--- config.mk ---
export PLATFORM = sky130hd
export DESIGN_NAME = sram_fifo_ctrl
export DESIGN_NICKNAME = d
export VERILOG_FILES = /design/src/rtl/sram_fifo_ctrl_pkg.sv /design/src/rtl/sram_fifo_ctrl.sv
export SDC_FILE = /design/constraint.sdc
export NUM_CORES = 1
export LEC_CHECK = 0
export CORE_ASPECT_RATIO = 0.7
export CORE_MARGIN = 10
export CORE_UTILIZATION = 50
export CTS_CLUSTER_SIZE = 8
export DETAILED_ROUTE_END_ITERATION = 12
export PLACE_DENSITY = 0.81
export SLEW_MARGIN = 25
export SYNTH_ARGS = -nofsm -noshare
export SYNTH_HDL_FRONTEND = slang
export SYNTH_SLANG_ARGS = --single-unit
--- constraint.sdc ---
create_clock -name clk -period 6.05 [get_ports clk]
set_input_delay 0.605 -clock clk [delete_from_list [all_inputs] [get_ports clk]]
set_output_delay 0.605 -clock clk [all_outputs]
set_load 0.02 [all_outputs]
--- src/rtl/sram_fifo_ctrl_pkg.sv ---
// Shared definitions for the sram-backed FIFO controller.
// Default widths and FSM state encodings.
package sram_fifo_ctrl_pkg;

    localparam int FIFO_DATA_W = 8;
    localparam int FIFO_ADDR_W = 8;

    typedef enum logic {
        ST_IDLE    = 1'b0,
        ST_RD_WAIT = 1'b1
    } fifo_state_t;

endpackage

--- src/rtl/sram_fifo_ctrl.sv ---
// FIFO controller on a single-port sram, one access per cycle.
// The head word sits in a registered output stage ahead of the sram.
module sram_fifo_ctrl
    import sram_fifo_ctrl_pkg::*;
#(
    parameter int DATA_W = FIFO_DATA_W,
    parameter int ADDR_W = FIFO_ADDR_W,
    parameter int DEPTH  = 2**ADDR_W
) (
    input  logic              clk,
    input  logic              rst_n,
    input  logic              wr_valid,
    output logic              wr_ready,
    input  logic [DATA_W-1:0] wr_data,
    output logic              rd_valid,
    input  logic              rd_ready,
    output logic [DATA_W-1:0] rd_data,
    output logic [ADDR_W:0]   count,
    output logic              sram_we,
    output logic [ADDR_W-1:0] sram_addr,
    output logic [DATA_W-1:0] sram_din,
    input  logic [DATA_W-1:0] sram_dout
);

    localparam int CNT_W = ADDR_W + 1;

    fifo_state_t       state_q;
    fifo_state_t       state_d;
    logic [ADDR_W-1:0] wr_ptr;
    logic [ADDR_W-1:0] rd_ptr;
    logic [CNT_W-1:0]  mem_cnt;
    logic              out_vld;
    logic [DATA_W-1:0] rd_data_q;
    logic              init_q;
    logic              rd_issue;
    logic              push;
    logic              pop;
    logic              not_full;

    function automatic logic [ADDR_W-1:0] ptr_inc(input logic [ADDR_W-1:0] p);
        return (p == ADDR_W'(DEPTH - 1)) ? '0 : p + ADDR_W'(1);
    endfunction

    assign not_full = (mem_cnt != CNT_W'(DEPTH));
    assign rd_valid = out_vld;
    assign rd_data  = rd_data_q;
    assign count    = mem_cnt + {{ADDR_W{1'b0}}, out_vld};

    // Arbitrate the sram port: a refill read wins, otherwise accept a push.
    always_comb begin
        state_d   = state_q;
        rd_issue  = 1'b0;
        wr_ready  = 1'b0;
        push      = 1'b0;
        sram_we   = 1'b0;
        sram_addr = '0;
        sram_din  = '0;
        pop       = out_vld && rd_ready;
        unique case (state_q)
            ST_IDLE: begin
                if ((mem_cnt != '0) && (!out_vld || pop)) begin
                    rd_issue  = 1'b1;
                    sram_addr = rd_ptr;
                    state_d   = ST_RD_WAIT;
                end else begin
                    wr_ready = init_q && not_full;
                end
            end
            ST_RD_WAIT: begin
                wr_ready = init_q && not_full;
                state_d  = ST_IDLE;
            end
        endcase
        push = wr_valid && wr_ready;
        if (push) begin
            sram_we   = 1'b1;
            sram_addr = wr_ptr;
            sram_din  = wr_data;
        end
    end

    // FSM state, pointers, occupancy and the output register.
    always_ff @(posedge clk or negedge rst_n) begin
        if (!rst_n) begin
            state_q   <= ST_IDLE;
            wr_ptr    <= '0;
            rd_ptr    <= '0;
            mem_cnt   <= '0;
            out_vld   <= 1'b0;
            rd_data_q <= '0;
            init_q    <= 1'b0;
        end else begin
            state_q <= state_d;
            init_q  <= 1'b1;
            if (push) begin
                wr_ptr <= ptr_inc(wr_ptr);
            end
            if (rd_issue) begin
                rd_ptr <= ptr_inc(rd_ptr);
            end
            if (push) begin
                mem_cnt <= mem_cnt + CNT_W'(1);
            end else if (rd_issue) begin
                mem_cnt <= mem_cnt - CNT_W'(1);
            end
            if (state_q == ST_RD_WAIT) begin
                rd_data_q <= sram_dout;
                out_vld   <= 1'b1;
            end else if (pop) begin
                out_vld <= 1'b0;
            end
        end
    end

endmodule

==> COMMIT_EDITMSG, run 1 <==
Store results of the implementation flow

* Average via count per standard cell: 5.51
- Final critical path time including I/O delays and setup: 3.52 ns
* CTS H-tree depth: 2
- Summing every instance area after synthesis gives 2280 sq um.
* HPWL Detailed: 4090 um
* Reg-to-reg critical path endpoint: mem_cnt[8]
- Per the CTS log, the root buffer master is clkbuf_8.
* Share of async-settable or async-resettable flops after synthesis: 100%
- Cell family with the largest share of critical-path delay: buffers and inverters
- Total power normalized to cell area comes to 548 nW/um^2.
- Post-Synthesis Mean Instance Area: 10.3 sq um
- Number of buffers inserted by post-CTS setup repair: 0
- Cell count listed in synth_stat.txt: 221
* Max transition margin: 45.0%
* Syn Nets: 253
- In this run, synthesis inferred 0 flip-flops with an integrated enable.
* Setup repair after global routing missed its margin: no
- Met2 GRT Util: 20.7%
- In the Yosys report, the sequential cells make up 39.5% of the chip area.
* Clk slew on worst S/H paths: 0.07 ns
* Worst Reg2Reg Path Length in Cells: 9
- Combined buffer and inverter count along the critical path: 2
- Worst hold margin: 0.489 ns
- Source-to-sink clock delay at the later pin of the worst-skew pair: 0.29 ns
* Crit share post-route: 58.3%
- The worst setup path is launched from an input pin.
- First-pass detailed-route iteration total: 4
* Register-to-Register Setup Slack: 2.81 ns
* GRT met3 Usage: 4.80%
- Number of antenna violations at the first check in global routing: 0
* CTS resizes: 0
- Vias in the first global route: 1775
- Count of buffers from port buffering: 55
- After routing the design area is 2920 sq um.
- Setup TNS: 0 ns
- Number of instances in the synthesized netlist: 221
- Overall routing resource usage recorded by global route was 13.9%.
- Status: completed
- The floorplan step set the die width to 101 um.
- Number of hold buffers added after CTS: 0
- The floorplan report gives the top-level pin count as 56.
- According to the floorplan report, the total die area is 7710 sq um.
- Net total in the final layout: 309
- Pins Over Slew Limit: 0
- Once placement finished, the instance area stood at 2830 sq um.
- Peak clock frequency supported by timing: 284 MHz
* Maximum number of pins on one net before global-route repair: 37
- The Yosys step of the flow raised 0 warnings.
- CP endpoint kind: output pin
- Across the run, the number of max-cap violations was 0.
* Maximum fanout along the worst path: 19
- On the critical path, the stage with the largest delay is an instance of a311oi_4.
- Sinks on the clock net: 36
* Path type of the worst min-delay path: register to register
* CTS tree: done
* Die Span Y: 76.5 um
- The detail route stage leaves a number of antenna-violating nets equal to 0.
* Count of antenna diodes in the layout: 0
* Final setup violation count: 0
- Worst Min Path Start: wr_ptr[7]
* Area added between synthesis and finish: 28.0%
* Routed wire length: 5320 um
* Number of fill cells in the layout: 355
- Static leakage: 1.24 nW
* Global-route wire length before repair: 8850 um
- Final hold viol count: 0
* Setup CP Type: input pin to output pin
* Worst vdd ir: 0.000277 V
- Global route total overflow: 0
- Proportion of layout cells with a drive suffix above 1: 14.7%
* Met1 capacity usage during global routing: 18.4%
- GP Congestion: 0.846
* Flip-flop cell with the highest count after synthesis: dfrtp_1
- For this run, design rule violations remaining after detail routing come to 0.
- In this run the critical register-to-register path is launched from mem_cnt[2].
- The transition time recorded at the tightest slew-check pin is 0.825 ns.
* Endpoint of the worst hold path: wr_ptr[7]
* Yosys synthesis chip area: 2280 sq um
* Initial detailed-routing violation count: 117
- Count of distinct cell types in the synthesized netlist: 51
* Max Clock Skew: 0.00709 ns
- The completed layout was analyzed and its total power is 1.60 mW.
- At the worst endpoint, the required time is 5.44 ns.
* Number of stages on the worst hold path: 1
- Most frequent logic cell in the layout: clkdlybuf4s50_1
- Slowest cell delay on critical path: 0.74 ns
- WP data arrival: 2.92 ns
- TritonRoute output was used to compute an average wire per cell of 16.0 um.
* Series of cell instances along the critical path: clkdlybuf4s50_1 -> and2b_2 -> a311oi_4 -> nand2_1 -> o21ai_0 -> clkdlybuf4s50_1
* Detailed-route via count: 1836
* Worst-case clock buffer depth: 2
* Most numerous cell on the critical path: clkdlybuf4s50_1
* Number of register bits inferred by synthesis: 36
* CTS buffer count: 5
- Ranking logic cells in the layout by count gives the top entries 55 x clkdlybuf4s50_1, 36 x dfrtp_1, 28 x nand2_1.
[run 1: power by group]
group	internal [mW]	switching, mW
clock network	0.0925	0.0851
logic	0.455	0.465
registers	0.347	0.155
total	0.895	0.706
[run 1: flip-flops by register name (all words and copies together), names as in the netlist]
register,count
state_q,1
rd_ptr,8
rd_data,8
rd_valid,1
mem_cnt,9
init_q,1
wr_ptr,8
[run 1: worst reg2reg max path, cell delays in order, from the launching register on]
cell and delay, ns:
dfrtp_1 0.47, nor4_4 0.49, a211oi_2 0.17, a211o_4 0.43, ha_1 0.38, nor2b_1 0.17, o31ai_1 0.51, a2bb2oi_1 0.17
mux2i_1 0.16, xnor2_1 0.17
[run 1: through the flow]
step           utilization [%]  setup slack (ns)  std cells
2_1_floorplan                -              3.20        221
3_3_place_gp              64.6              2.54        325
3_5_place_dp              64.6              2.50        325
4_1_cts                   66.7              2.51        333
5_1_grt                   66.7              2.36        333
6_report                  66.7              2.53        333
[run 1: worst max path at each step]
stage                         from           end  slack (ns)  cells after the start
after floorplan           rd_ready    mem_cnt[8]        3.20                     11
after global placement    rd_ready  sram_addr[5]        2.54                      6
after detailed placement  rd_ready    mem_cnt[8]        2.50                     11
after CTS                 rd_ready  sram_addr[5]        2.51                      6
after global routing      rd_ready  sram_addr[7]        2.36                      6
final                     rd_ready  sram_addr[7]        2.53                      6
[run 1: metal layers]
layer	part of all wire [%]	wire length [um]
met1	47	2520
met2	44	2350
met3	7.8	413
met4	0.70	37
met5	0	0
[run 1: area by class of cell]
type | count | area (sq um) | area share [%]
multi-input cells | 168 | 1250 | 42.8
flip-flops and latches | 36 | 901 | 30.8
repair buffers | 56 | 558 | 19.1
clock buffers | 7 | 86.3 | 2.96
well taps | 55 | 68.8 | 2.36
inverters | 10 | 50.0 | 1.71
clock inverters | 1 | 7.51 | 0.257
[run 1: kinds of logic after synthesis]
family | count (synthesis) | share of synthesized area, %
AND-OR/OR-AND | 50 | 16.7
XOR/XNOR | 19 | 7.29
adder cells (fa/ha/maj) | 12 | 6.91
buffers and inverters | 17 | 5.76
flip-flops | 36 | 39.5
multiplexers | 12 | 5.81
other | 1 | 0.164
AND/OR/NAND/NOR | 74 | 17.9
[run 1: synthesized netlist by cell type, types with 2 or more instances]
cell / count / area (sq um)
dfrtp_1: 36 / 901
nand2_1: 28 / 105
o21ai_0: 14 / 70.1
xnor2_1: 13 / 114
ha_1: 11 / 138
mux2_2: 10 / 113
nand3_1: 10 / 50.1
inv_1: 9 / 33.8
nor2_1: 8 / 30.0
a22o_1: 6 / 52.6
and2_2: 6 / 45.0
xor2_1: 6 / 52.6
a21oi_1: 5 / 25.0
a211oi_1: 4 / 30.0
and2_1: 4 / 25.0
nand4_1: 4 / 25.0
a31oi_1: 3 / 18.8
and3_2: 3 / 22.5
buf_12: 3 / 60.1
buf_2: 2 / 10.0
mux2i_1: 2 / 20.0
nand2b_1: 2 / 12.5
nor4_4: 2 / 42.5
o21ai_2: 2 / 17.5
o31ai_1: 2 / 15.0
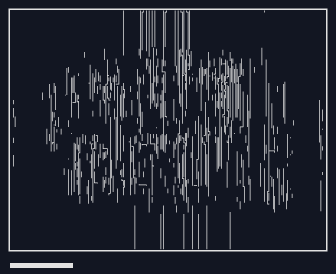
Fig. 1. M2 wires (run 1).
Scale bar: 20 um.
- longest straight run: 34.5 um
- share of all routed wire: 44%

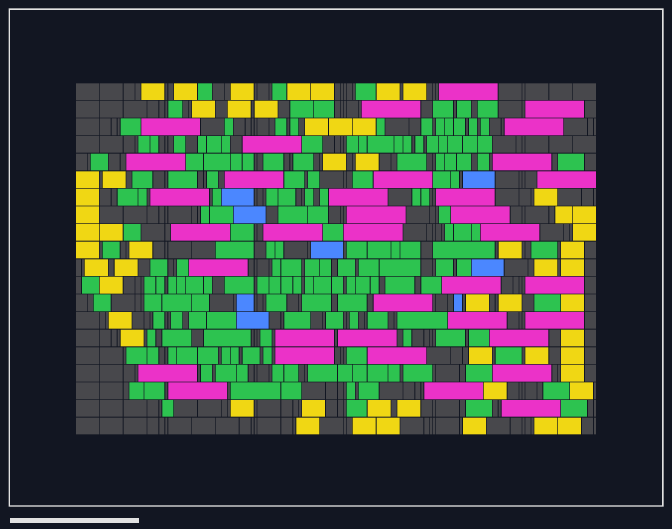
Fig. 2. Cell classes on the final placement (run 1).
Scale bar: 20 um. Fill, decap, tap and diode cells in gray.
- flops: magenta (cells 36)
- other buffers and delay cells: yellow (cells 56)
- clock drivers and dummy loads: blue (cells 8)
- combinational and other logic: green (cells 178)

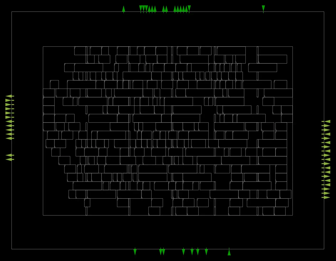
Fig. 3. Placement view (run 1).
Layout Cells excl Fill: 333
core utilization of the finished layout: 66.7%
floorplan core area: 4380 sq um
standard-cell rows: 20
Tapcell Cnt: 55

Fig. 4: run 1, routed clock nets over the placement
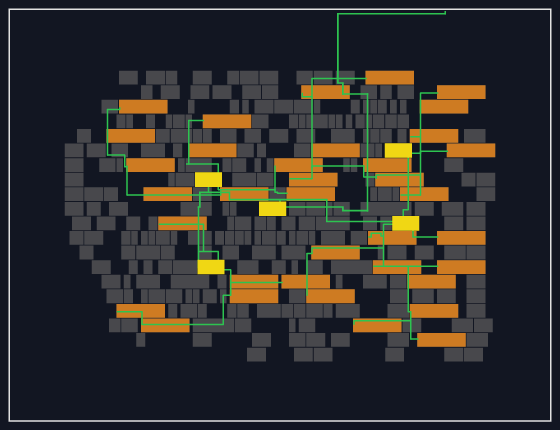

--- run 2 (diff from run 1) ---
==> constraint.sdc (replaced) <==
create_clock -name clk -period 3.7 [get_ports clk]
set_input_delay 0.37 -clock clk [delete_from_list [all_inputs] [get_ports clk]]
set_output_delay 0.37 -clock clk [all_outputs]
set_load 0.02 [all_outputs]
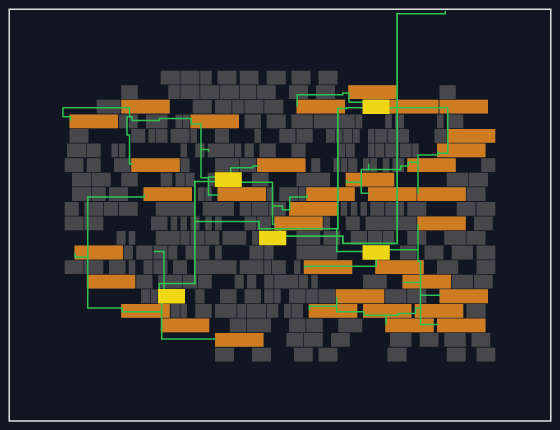
Fig. 5. Routed clock nets over the placement (run 2).
- clock wires: green (length 518 um)
- flip-flops: orange (count 36)
- clock drivers: yellow (count 5)
- routed clock nets: 6

==> run 2 against run 1 <==
  * Sequential power up 63%
  * Count of clock-buffer cells in the layout unchanged
  * Highest routed layer unchanged
  * Largest cell class unchanged
  * Sequential cell count unchanged
  * Worst setup slack worse by 2.0 ns
  * Die size unchanged
  * Final area up 0.51%
  * Global-route usage about the same
  * Synthesized cell count unchanged
  * Wire length down 2.0%
  * Total power up 65%
==> COMMIT_EDITMSG, run 2 <==
Store results of the implementation flow

- Most frequent logic cell in the layout: clkdlybuf4s50_1
- The first-pass GRT wire length came to 8870 um (+0.24%).
* CP endpoint kind: register
- Number of buffers inserted by post-CTS setup repair: 0 (unchanged)
* Yosys synthesis chip area: 2280 sq um (unchanged)
* Area enclosed by the die boundary: 7710 sq um (unchanged)
- TritonCTS built the clock tree.
* Top cell type's share of synthesized area: 39.5% (unchanged)
- Setup TNS: 0 ns (unchanged)
- The net count after synthesis was 253 (unchanged).
- Status: completed
- Floorplan core area: 4380 sq um (unchanged)
- The endpoint arrival time on the critical path came to 3.31 ns (+0.39 ns).
- Max transition margin: 64.0% (+19 points)
- Share of synthesized area occupied by flip-flops and latches: 39.5% (unchanged)
- The cell total in the yosys stat output came to 221 (unchanged).
* Number of antenna violations at the first check in global routing: 0 (unchanged)
* Initial detailed-routing violation count: 83 (-29%)
* Slowest cell delay on critical path: 0.49 ns (-0.25 ns)
- Leading cell type by number of instances after synthesis: dfrtp_1
- The mean routed wirelength per cell was 15.6 um (-2.6%).
- Counting stages on the worst path, the most repeated cell is o31ai_1.
- The proportion of layout cells with a drive suffix above 1 came to 15.4% (+0.61 points).
- The actual transition at the worst max-transition pin came to 0.535 ns (-0.290 ns).
* Clk slew on worst S/H paths: 0.07 ns (about the same)
- The number of flip-flops under the largest register name came to 9 (unchanged).
- The die width is 101 um (unchanged).
* Number of warnings reported in the yosys synthesis log: 0 (unchanged)
- The detailed-router iteration count before antenna repair came to 4 (unchanged).
* Count of buffers from port buffering: 55 (unchanged)
- Final hold viol count: 0 (unchanged)
- The area share of xor/xnor cells in the synthesized design came to 7.29% (unchanged).
- The count of distinct cell types in the synthesized netlist was 51 (unchanged).
* Number of remaining DRC errors: 0 (unchanged)
* Fraction of synthesized area in multiplexers: 5.81% (unchanged)
* Count of flip-flops with a built-in enable after synthesis: 0 (unchanged)
* Basic Gates by Area: 17.9% (unchanged)
* List of most frequent post-synthesis cells: 36 x dfrtp_1, 28 x nand2_1, 14 x o21ai_0
- Crit share post-route: 85.3%
* Number of top-level pins: 56 (unchanged)
- Area added between synthesis and finish: 28.7%
* Power Dens Cells: 901 nW/um^2 (+64%)
- Average via count per standard cell: 5.52 (+0.16%)
- Detailed-route via count: 1850 (+0.76%)
- The average cell area after synthesis is 10.3 sq um (unchanged).
* Aoi/oai-family share of the synthesized area: 16.7% (unchanged)
- Combined buffer and inverter count along the critical path: 0 (-2)
- Ranking of synthesized cells by area: dfrtp_1 39%, ha_1 6.0%, xnor2_1 5.0%
- Sinks on the clock net: 36 (unchanged)
- Walking the worst path, the cells encountered are nor4_4 -> a211oi_2 -> a211o_4 -> ha_1 -> nor2b_1 -> o31ai_1 -> nand2b_1 -> a211oi_1 -> o31ai_1.
- Remaining antenna violation count after routing: 0 (unchanged)
- Note that the worst hold path type here is input pin to asynchronous set/reset pin.
- The combined area of all synthesized cells is 2280 sq um (unchanged).
- The core occupancy in the finished layout is 67.1% (+0.34 points).
- The required time of the critical path is 3.86 ns (-1.58 ns).
- GP Congestion: 0.889 (+5.2%)
* Number of hold buffers added after CTS: 0 (unchanged)
- Max Clock Skew: 0.00625 ns (-0.000834 ns)
* Die Span Y: 76.5 um (unchanged)
- The maximum number of pins on one net before global-route repair is 37 (unchanged).
- The maximum count of clock buffers along a single path came to 2 (unchanged).
- HPWL Detailed: 3990 um (-2.3%)
- Max_cap viols: 0 (unchanged)
- Slowest cell on crit path: nor4_4
* Setup repair after global routing missed its margin: no
* Routed wire length: 5210 um (-2.0%)
- The worst setup path is launched from a register.
- Worst Reg2Reg Path Length in Cells: 9 (unchanged)
- In this run the tools logged warnings totalling 26.
* Source-to-sink clock delay at the later pin of the worst-skew pair: 0.29 ns (about the same)
- Global route total overflow: 0 (unchanged)
- Area leader, netlist: dfrtp_1
* Share of async-settable or async-resettable flops after synthesis: 100% (unchanged)
- Most flop-heavy register: mem_cnt
- Setup CP Type: register to register
* Global-route usage over all layers: 13.9% (-0.016 points)
- The static leakage was 1.25 nW (+0.79%).
- DP Cell Count: 327 (+0.62%)
- Final setup violation count: 0 (unchanged)
- Peak clock frequency supported by timing: 317 MHz
* Net total in the final layout: 311 (+0.65%)
- The via count of the first global-routing pass was 1797 (+1.2%).
- Synth logic family: simple AND/OR/NAND/NOR gates
- Looking at the clock tree report, the root buffer type is clkbuf_8.
- Counting I/O delays and the setup requirement, the final critical path takes 3.15 ns.
- Top Layout Cells: 55 x clkdlybuf4s50_1, 36 x dfrtp_1, 28 x nand2_1
- Arithmetic-cell share of the synthesized area counting full adders, half adders and majority gates: 6.91% (unchanged)
- Worst vdd ir: 0.000622 V (+120%)
- The number of instances in the synthesized netlist was 221 (unchanged).
- The antenna diode count was 0 (unchanged).
* CTS resizes: 0 (unchanged)
- Pins Over Slew Limit: 0 (unchanged)
- On the critical path the largest part of the delay comes from AND-OR/OR-AND gates.
* Worst hold margin: 0.496 ns (+0.00648 ns)
* CTS buffer count: 5 (unchanged)
- The count of H-tree levels built during CTS was 2 (unchanged).
* Crit. path cell count: 9 (+3)
- Flip-flop cell with the highest count after synthesis: dfrtp_1
- The number of placement rows is 20 (unchanged).
run 2: cell types whose count changed in the layout (fill, tap and decap cells not counted):
cell and delta:
buf_4 +2
run 2: area by class of cell:
| class | instances | share of cell area, % |
|---|---|---|
| clock inverters | 1 | 0.256 |
| inverters | 10 | 1.70 |
| clock buffers | 7 | 2.94 |
| repair buffers | 58 | 19.5 |
| well taps | 55 | 2.34 |
| multi-input cells | 168 | 42.6 |
| flip-flops and latches | 36 | 30.7 |
run 2: kinds of logic after synthesis:
kind of cell,after synthesis
multiplexers,12
adder cells (fa/ha/maj),12
other,1
AND/OR/NAND/NOR,74
XOR/XNOR,19
AND-OR/OR-AND,50
buffers and inverters,17
flip-flops,36
run 2: power by group:
group	switching [mW]	leakage, nW	internal, mW	total (mW)
combinational	0.771	0.770	0.762	1.53
sequential	0.252	0.434	0.567	0.819
clock	0.143	0.0445	0.151	0.294
run 2: final timing paths:
path                            start    endpoint  slack (ns)
min in group clk            wr_ptr[7]   wr_ptr[7]        0.50
hold / removal                  rst_n   wr_ptr[6]        0.50
hold reg to reg             wr_ptr[7]   wr_ptr[7]        0.50
setup reg to reg           mem_cnt[2]  mem_cnt[6]        0.55
setup / recovery           mem_cnt[2]  mem_cnt[6]        0.55
max in group asynchronous       rst_n   wr_ptr[3]        2.88
run 2: through the flow:
| stage | worst slack, ns | power [mW] | area [sq um] |
|---|---|---|---|
| CTS | 0.520 | 2.67 | 2940 |
| global route | 0.325 | 2.86 | 2940 |
| global placement | 0.576 | 2.33 | 2840 |
| floorplan | 0.856 | 1.81 | 2280 |
| finish | 0.545 | 2.65 | 2940 |
| detailed placement | 0.437 | 2.36 | 2840 |
run 2: metal layers:
metal / global-route usage, % / up-vias / wire [um]
met2: 19.6 / 57 / 2200
met5: 0 / - / 0
met3: 4.80 / 9 / 434
li1: - / 908 / -
met1: 18.7 / 876 / 2490
met4: 5.77 / 0 / 95
Power is estimated from default activity; no workload was simulated.
